File: config.mk
export PLATFORM = sky130hd
export DESIGN_NAME = seg7_mux_counter
export DESIGN_NICKNAME = d
export VERILOG_FILES = /design/src/rtl/seg7_mux_counter.sv
export SDC_FILE = /design/constraint.sdc
export NUM_CORES = 1
export LEC_CHECK = 0
export CAP_MARGIN = 10
export CORE_MARGIN = 8
export CORE_UTILIZATION = 52
export CTS_CLUSTER_SIZE = 8
export DETAILED_ROUTE_END_ITERATION = 6
export GPL_TIMING_DRIVEN = 1
export PLACE_DENSITY = 0.72
export SLEW_MARGIN = 20
export SYNTH_ARGS = -nofsm -noshare
export SYNTH_HDL_FRONTEND = slang
export SYNTH_SLANG_ARGS = --single-unit
File: constraint.sdc
create_clock -name clk -period 6.6 [get_ports clk]
set_clock_uncertainty 0.15 [all_clocks]
set_input_delay 1.32 -clock clk [delete_from_list [all_inputs] [get_ports clk]]
set_output_delay 1.32 -clock clk [all_outputs]
set_load 0.01 [all_outputs]
File: src/rtl/seg7_mux_counter.sv
// rtl/seg7_mux_counter.sv - multi-digit BCD/hex up/down counter with multiplexed 7-segment driver
//
// Purpose:
//   N-digit up/down counter advanced by a prescaled tick, with synchronous load.
//   Drives a time-multiplexed 7-segment display. Each digit slot starts with one
//   blank cycle so the previous digit's segments do not ghost onto the next digit.
//
// Optional feature macro: SEG7_LEADING_ZERO_BLANK_EN
//   When defined, leading zero digits (k>0) show no segments.
//
// Ports:
//   clk      in   system clock
//   rst      in   synchronous reset, active-high
//   en       in   count enable; gates the tick prescaler
//   up       in   1 = increment, 0 = decrement on each tick
//   load     in   synchronous load of load_val (clamped to 9 per digit in BCD mode)
//   load_val in   packed digits, [3:0] = digit 0
//   count    out  registered count value
//   wrap     out  one-cycle pulse on count wrap-around
//   seg      out  segments, seg[0]=a .. seg[6]=g
//   dig_sel  out  digit enables, one-hot or all inactive
module seg7_mux_counter #(
  parameter int NUM_DIGITS     = 4,
  parameter int TICK_DIV       = 4194304,
  parameter int SCAN_DIV       = 16384,
  parameter int HEX_MODE       = 0,
  parameter int SEG_ACTIVE_LOW = 1,
  parameter int DIG_ACTIVE_LOW = 1
) (
  input  logic                    clk,
  input  logic                    rst,
  input  logic                    en,
  input  logic                    up,
  input  logic                    load,
  input  logic [4*NUM_DIGITS-1:0] load_val,
  output logic [4*NUM_DIGITS-1:0] count,
  output logic                    wrap,
  output logic [6:0]              seg,
  output logic [NUM_DIGITS-1:0]   dig_sel
);

  localparam int PW = $clog2(TICK_DIV);
  localparam int SW = $clog2(SCAN_DIV);
  localparam int IW = (NUM_DIGITS > 1) ? $clog2(NUM_DIGITS) : 1;

  localparam logic [PW-1:0]         PRESC_LAST = PW'(TICK_DIV - 1);
  localparam logic [SW-1:0]         SCAN_LAST  = SW'(SCAN_DIV - 1);
  localparam logic [IW-1:0]         IDX_LAST   = IW'(NUM_DIGITS - 1);
  localparam logic [3:0]            DIGIT_MAX  = (HEX_MODE != 0) ? 4'hF : 4'h9;
  localparam logic [6:0]            SEG_OFF    = (SEG_ACTIVE_LOW != 0) ? 7'h7F : 7'h00;
  localparam logic [NUM_DIGITS-1:0] DIG_OFF    = (DIG_ACTIVE_LOW != 0) ? {NUM_DIGITS{1'b1}} : '0;

  // Active-high gfedcba glyphs.
  function automatic logic [6:0] glyph(input logic [3:0] d);
    case (d)
      4'h0: glyph = 7'h3F;
      4'h1: glyph = 7'h06;
      4'h2: glyph = 7'h5B;
      4'h3: glyph = 7'h4F;
      4'h4: glyph = 7'h66;
      4'h5: glyph = 7'h6D;
      4'h6: glyph = 7'h7D;
      4'h7: glyph = 7'h07;
      4'h8: glyph = 7'h7F;
      4'h9: glyph = 7'h6F;
      4'hA: glyph = 7'h77;
      4'hB: glyph = 7'h7C;
      4'hC: glyph = 7'h39;
      4'hD: glyph = 7'h5E;
      4'hE: glyph = 7'h79;
      default: glyph = 7'h71;
    endcase
  endfunction

  logic [4*NUM_DIGITS-1:0] count_q, count_d;
  logic [PW-1:0]           presc_q, presc_d;
  logic [SW-1:0]           scan_cnt_q, scan_cnt_d;
  logic [IW-1:0]           scan_idx_q, scan_idx_d;
  logic                    wrap_q, wrap_d;
  logic [6:0]              seg_q, seg_d;
  logic [NUM_DIGITS-1:0]   dig_sel_q, dig_sel_d;

  logic                    tick;
  logic                    carry;
  logic [4*NUM_DIGITS-1:0] stepped;
  logic [4*NUM_DIGITS-1:0] load_clamped;
  logic [3:0]              cur_digit;
  logic                    blank_digit;
  logic [6:0]              glyph_raw;
  logic [NUM_DIGITS-1:0]   onehot;
`ifdef SEG7_LEADING_ZERO_BLANK_EN
  logic                    hi_zero;
`endif

  always_comb begin
    tick = en && (presc_q == PRESC_LAST);

    load_clamped = load_val;
    for (int i = 0; i < NUM_DIGITS; i++) begin
      if ((HEX_MODE == 0) && (load_val[4*i +: 4] > 4'd9)) begin
        load_clamped[4*i +: 4] = 4'd9;
      end
    end

    // Ripple increment/decrement; carry doubles as borrow. A carry out of the
    // top digit means every digit wrapped, which is exactly the wrap condition.
    carry   = 1'b1;
    stepped = count_q;
    for (int i = 0; i < NUM_DIGITS; i++) begin
      if (carry) begin
        if (up) begin
          if (count_q[4*i +: 4] == DIGIT_MAX) begin
            stepped[4*i +: 4] = 4'd0;
          end else begin
            stepped[4*i +: 4] = count_q[4*i +: 4] + 4'd1;
            carry = 1'b0;
          end
        end else begin
          if (count_q[4*i +: 4] == 4'd0) begin
            stepped[4*i +: 4] = DIGIT_MAX;
          end else begin
            stepped[4*i +: 4] = count_q[4*i +: 4] - 4'd1;
            carry = 1'b0;
          end
        end
      end
    end

    presc_d = presc_q;
    count_d = count_q;
    wrap_d  = 1'b0;
    if (load) begin
      // Load wins over a same-cycle tick and restarts the tick period.
      count_d = load_clamped;
      presc_d = '0;
    end else begin
      if (en) begin
        presc_d = tick ? '0 : presc_q + 1'b1;
      end
      if (tick) begin
        count_d = stepped;
        wrap_d  = carry;
      end
    end

    scan_cnt_d = (scan_cnt_q == SCAN_LAST) ? '0 : scan_cnt_q + 1'b1;
    scan_idx_d = scan_idx_q;
    if (scan_cnt_q == SCAN_LAST) begin
      scan_idx_d = (scan_idx_q == IDX_LAST) ? '0 : scan_idx_q + 1'b1;
    end

    cur_digit   = count_q[{scan_idx_q, 2'b00} +: 4];
    blank_digit = 1'b0;
`ifdef SEG7_LEADING_ZERO_BLANK_EN
    // Walk from the top digit down; hi_zero holds "this digit and all above are 0".
    hi_zero = 1'b1;
    for (int i = NUM_DIGITS - 1; i > 0; i--) begin
      hi_zero = hi_zero && (count_q[4*i +: 4] == 4'd0);
      if (scan_idx_q == IW'(i)) begin
        blank_digit = hi_zero;
      end
    end
`endif

    // Scan-counter value 0 is the anti-ghost gap: no digit, no segments.
    onehot    = '0;
    glyph_raw = 7'h00;
    if (scan_cnt_q != '0) begin
      onehot[scan_idx_q] = 1'b1;
      if (!blank_digit) begin
        glyph_raw = glyph(cur_digit);
      end
    end
    seg_d     = (SEG_ACTIVE_LOW != 0) ? ~glyph_raw : glyph_raw;
    dig_sel_d = (DIG_ACTIVE_LOW != 0) ? ~onehot : onehot;
  end

  always_ff @(posedge clk) begin
    if (rst) begin
      count_q    <= '0;
      presc_q    <= '0;
      scan_cnt_q <= '0;
      scan_idx_q <= '0;
      wrap_q     <= 1'b0;
      seg_q      <= SEG_OFF;
      dig_sel_q  <= DIG_OFF;
    end else begin
      count_q    <= count_d;
      presc_q    <= presc_d;
      scan_cnt_q <= scan_cnt_d;
      scan_idx_q <= scan_idx_d;
      wrap_q     <= wrap_d;
      seg_q      <= seg_d;
      dig_sel_q  <= dig_sel_d;
    end
  end

  assign count   = count_q;
  assign wrap    = wrap_q;
  assign seg     = seg_q;
  assign dig_sel = dig_sel_q;

endmodule

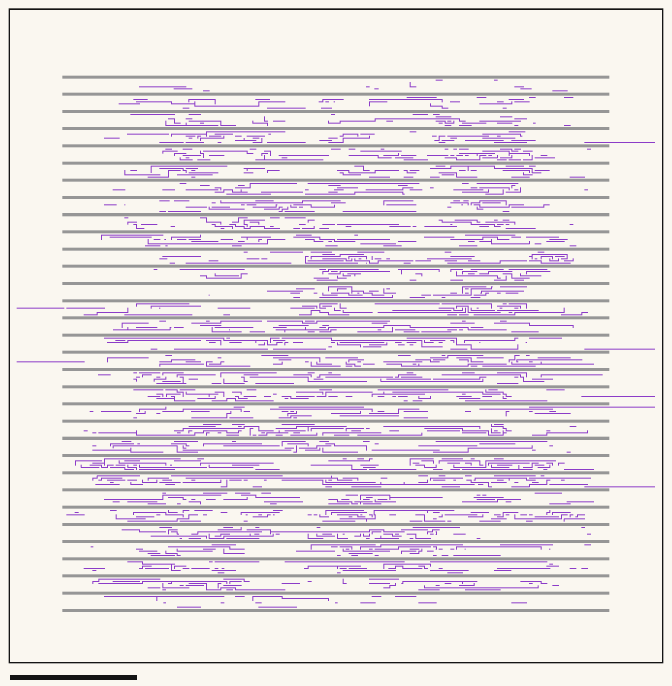
*Signal wires on met1, run 1*
Scale bar: 20 um. Supply wires on this layer in gray.
The layer carries 4320 um of wire. The wires run mostly horizontal. The longest straight run is 23.9 um.

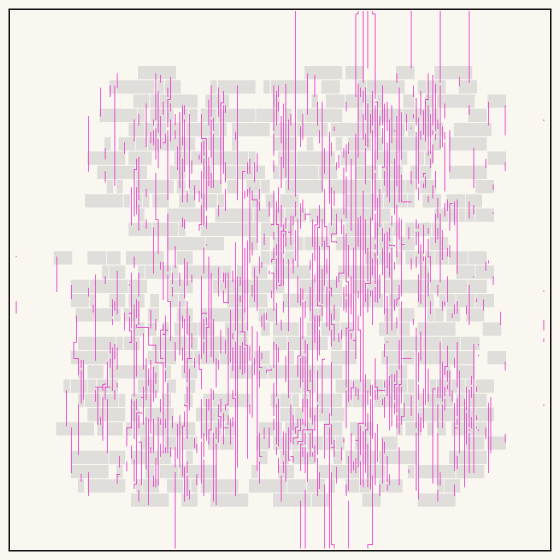
*Metal 2, run 1*
Cells faint in the background.
The wires run mostly vertical. The layer holds 46% of the routed length. The longest straight run is 44.4 um. 431 nets have wire on it.

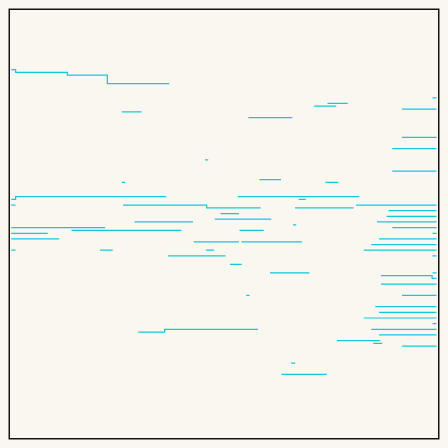
*Met3 routing, run 1*
The layer holds 7.1% of the routed length. The longest straight run is 36.1 um. The layer carries 673 um of wire.

==> reports/qor.txt, run 1 <==
ys async rst share: 0
via count: 3524
First DRT Iteration DRCs: 166
largest net degree at the start of global routing: 39
Core Region: 0.00729 mm2
Post-Place Cell Area: 0.00436 mm2
overall power: 925 uW
top sig layer: met4
Post-synth mux share: 0.0457
status: complete, no violations
logic share of the area: 0.512
Final setup viols: 0
die y size: 103 um
Clock power frac: 0.385
Post-DP HPWL: 6730 um
Adder Share, Synth: 0.0413
Worst path max stage delay: 0.50 ns
number of nets at floorplan: 519
HP Class: flop to flop
CTS Hold Bufs: 0
Seq. cell area: 0.00132 mm2
Syn Std Cell Area: 0.00394 mm2
Yosys cell types: 66
crit end category: flop
EDFF count, synth: 0
Yosys chip area: 0.00394 mm2
Top cell excl fill/tap: dfxtp_1
Min-Delay Endpoint: scan_cnt_q[0]
==> run 1: Yosys cell counts (6+ instances only) <==
| library cell | n | area [um2] |
|---|---|---|
| dfxtp_1 | 66 | 1320 |
| nor2_1 | 64 | 240 |
| nand2_1 | 36 | 135 |
| nand3_1 | 26 | 130 |
| a21oi_1 | 23 | 115 |
| inv_1 | 22 | 82.6 |
| clkbuf_1 | 21 | 78.8 |
| xor2_1 | 21 | 184 |
| o21ai_0 | 20 | 100 |
| xnor2_1 | 19 | 166 |
| nor3_1 | 14 | 70.1 |
| ha_1 | 13 | 163 |
| nand4_1 | 13 | 81.3 |
| mux2i_1 | 9 | 90.1 |
| a211oi_1 | 6 | 45.0 |
| nand2b_1 | 6 | 37.5 |
==> run 2, diff against run 1 <==
--- a/config.mk
+++ b/config.mk
@@ -7,11 +7,11 @@
 export LEC_CHECK = 0
 export CAP_MARGIN = 10
 export CORE_MARGIN = 8
-export CORE_UTILIZATION = 52
+export CORE_UTILIZATION = 51
 export CTS_CLUSTER_SIZE = 8
 export DETAILED_ROUTE_END_ITERATION = 6
 export GPL_TIMING_DRIVEN = 1
-export PLACE_DENSITY = 0.72
+export PLACE_DENSITY = 0.74
 export SLEW_MARGIN = 20
 export SYNTH_ARGS = -nofsm -noshare
 export SYNTH_HDL_FRONTEND = slang
==> constraint.sdc (replaced) <==
create_clock -name clk -period 3.05 [get_ports clk]
set_clock_uncertainty 0.15 [all_clocks]
set_input_delay 0.61 -clock clk [delete_from_list [all_inputs] [get_ports clk]]
set_output_delay 0.61 -clock clk [all_outputs]
set_load 0.01 [all_outputs]
==> reports/qor.txt, run 2 <==
Syn Std Cell Area: 0.00394 mm2
First-pass DRT Iterations: 5
via count: 3543
Adder Share, Synth: 0.0413
logic share of the area: 0.503
comb_multi_in: 362
Sink Count: 66
Worst path max stage delay: 0.58 ns
status: complete, no violations
Post-synth mux share: 0.0457
Yosys top cell area share: 0.335
most frequent cells in the layout: dfxtp_1 (66), nor2_1 (64), clkdlybuf4s50_1 (48), nand2_1 (36), nand3_1 (26)
Synth top cells by count: dfxtp_1 (66), nor2_1 (64), nand2_1 (36)
crit path DRT: 3.15 ns
Logic power comb: 293 uW
Seq. cell area: 0.00132 mm2
Inserted Clock Buffers: 9
Synth top cell by count: dfxtp_1
CTS Hold Bufs: 0
Core Region: 0.00761 mm2
Top cell excl fill/tap: dfxtp_1
Post-DP HPWL: 6720 um
crit end category: flop
Top pwr grp: sequential cells
number of nets at floorplan: 519
ys async rst share: 0
largest cells by area after synthesis: dfxtp_1 (34%), nor2_1 (6.1%), xor2_1 (4.7%)
Final setup viols: 0
First DRT Iteration DRCs: 181
HP Class: flop to flop
Top logic family: simple AND/OR/NAND/NOR gates
Yosys cell types: 66
largest net degree at the start of global routing: 26
die y size: 104 um
Synth area leader: dfxtp_1
Logic pwr share: 0.148
Clock power frac: 0.376
run 2: cell counts after synthesis:
No cell type changed its count.
run 2: final timing paths:
| kind | cells after the start | slack, ns | end |
|---|---|---|---|
| worst max-delay path | 7 | 0.48 | count[2] |
| worst max register to register | 7 | 0.48 | count[2] |
| worst min-delay path | 1 | 0.34 | scan_cnt_q[0] |
| worst min register to register | 1 | 0.34 | scan_cnt_q[0] |
run 2: routing by layer:
layer,GRT usage,share of wire
met2,0.276,0.47
met4,0.0745,0.019
met1,0.218,0.45
met3,0.0421,0.062
met5,0,0
run 2: per-stage QoR:
stage	cells	power, uW	cell area, um2	setup WS [ns]
floorplan	485	1140	3940	0.631
global placement	613	1250	4440	0.336
detailed placement	613	1250	4440	0.288
CTS	629	1990	4650	0.494
global route	629	2070	4650	0.309
finish	629	1980	4650	0.478
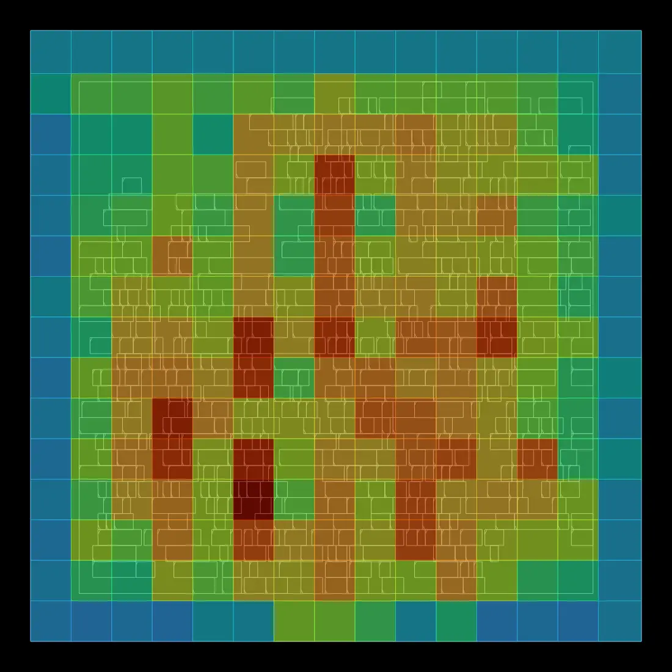
*Routing congestion, run 2*
met1 usage: 0.218
post-layout util: 0.611
drt wl/cell: 14.6 um

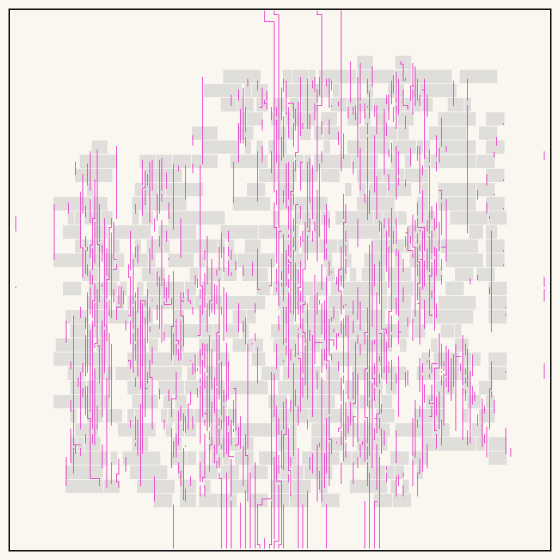
*Metal 2, run 2*
Cells faint in the background.
433 nets have wire on it. The longest straight run is 41.0 um. The layer carries 4340 um of wire. The layer holds 47% of the routed length. The wires run mostly vertical.

==> run 3, diff against run 2 <==
--- a/config.mk
+++ b/config.mk
@@ -7,11 +7,11 @@
 export LEC_CHECK = 0
 export CAP_MARGIN = 10
 export CORE_MARGIN = 8
-export CORE_UTILIZATION = 51
+export CORE_UTILIZATION = 52
 export CTS_CLUSTER_SIZE = 8
 export DETAILED_ROUTE_END_ITERATION = 6
 export GPL_TIMING_DRIVEN = 1
-export PLACE_DENSITY = 0.74
+export PLACE_DENSITY = 0.72
 export SLEW_MARGIN = 20
 export SYNTH_ARGS = -nofsm -noshare
 export SYNTH_HDL_FRONTEND = slang
==> constraint.sdc (replaced) <==
create_clock -name clk -period 2.5 [get_ports clk]
set_clock_uncertainty 0.15 [all_clocks]
set_input_delay 0.5 -clock clk [delete_from_list [all_inputs] [get_ports clk]]
set_output_delay 0.5 -clock clk [all_outputs]
set_load 0.01 [all_outputs]
==> reports/qor.txt, run 3 <==
Core Region: 0.00729 mm2
met1 usage: 0.238
placed insts: 630
via count: 3622
HP Class: flop to flop
Setup crit end: count[12]
CTS Hold Bufs: 0
Worst path max stage delay: 0.51 ns
largest net degree at the start of global routing: 26
fin area: 0.00483 mm2
Met3 Wirelength: 597 um
Top cell excl fill/tap: dfxtp_1
dpl ws: -0.167 ns
r2r worst-path depth: 7
Synth top cell by count: dfxtp_1
met2 Use GR: 0.318
drt wl/cell: 14.9 um
Syn Std Cell Area: 0.00394 mm2
DRT met1 WL: 4410 um
end of the worst register-to-register path: count[10]
Synth area leader: dfxtp_1
number of nets at floorplan: 519
Post-Place Cell Area: 0.00460 mm2
Setup WS post-layout: 0.154 ns
Synth top cells by count: dfxtp_1 (66), nor2_1 (64), nand2_1 (36)
die y size: 103 um
r2r setup slk: 0.18 ns
post-route insts no fill: 646
M3 GR Usage: 0.0317
Yosys top cell area share: 0.335
met2 WL: 4460 um
First-pass DRT Iterations: 4
First DRT Iteration DRCs: 148
top sig layer: met4
WHS Path Cells: 1
Inserted Clock Buffers: 9
Sink Count: 66
status: complete, no violations
Yosys chip area: 0.00394 mm2
Stages on worst setup path: 8
Final setup viols: 0
crit end category: flop
-- run 3: cell counts after synthesis --
Identical to the previous run, type by type.
-- run 3: final cells by class --
class                      count  area, um2  share of cell area
sequential                    66       1320               0.274
clock buffer                  10        128              0.0264
timing repair buffer          81        741               0.153
multi-input combinational    362       2340               0.485
clock inverter                 6       90.1              0.0186
tap                           99        124              0.0256
inverter                      22       82.6              0.0171
-- run 3: logic make-up after synthesis --
group,synth area share
DFF,0.335
adders and majority gates,0.0413
xor gates and xnor gates,0.0889
and+or+nand+nor,0.270
AOI/OAI and AO/OA,0.147
buffers and inverters,0.0727
muxes,0.0457
-- run 3: report_power, final --
part / internal, uW / switching, uW
sequential: 1090 / 56.5
clock: 565 / 444
combinational: 199 / 188
total: 1850 / 688
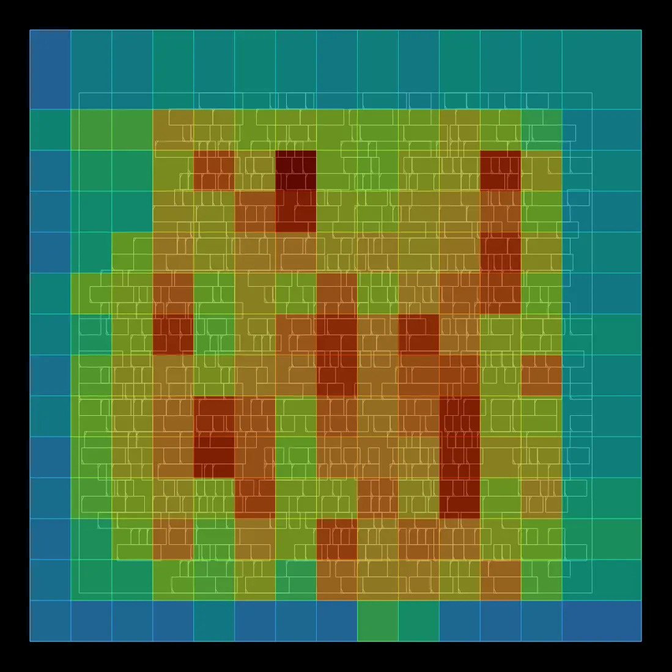
*Routing congestion, run 3*
global route hottest layer: met2
post-layout util: 0.662

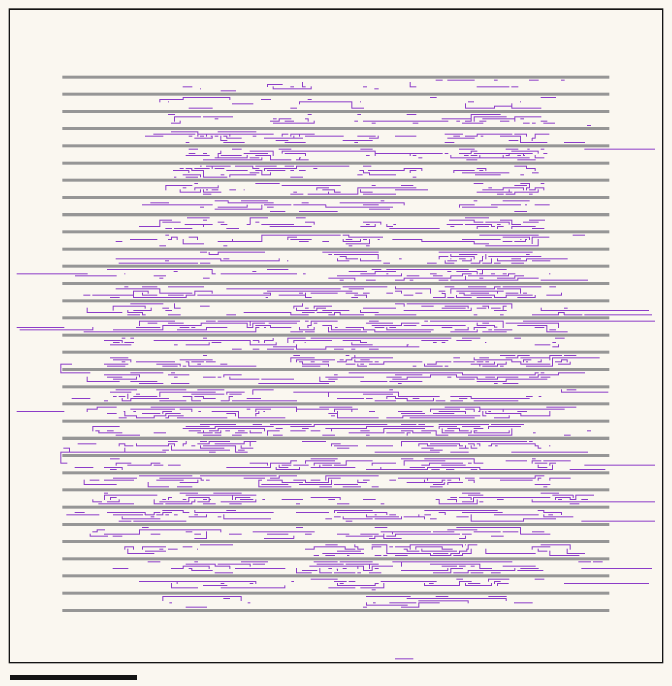
*Signal wires on met1, run 3*
Scale bar: 20 um. Supply wires on this layer in gray.
The longest straight run is 27.1 um. The layer holds 46% of the routed length. The wires run mostly horizontal.

No activity file was given, so power comes from the tool's default toggle rates.
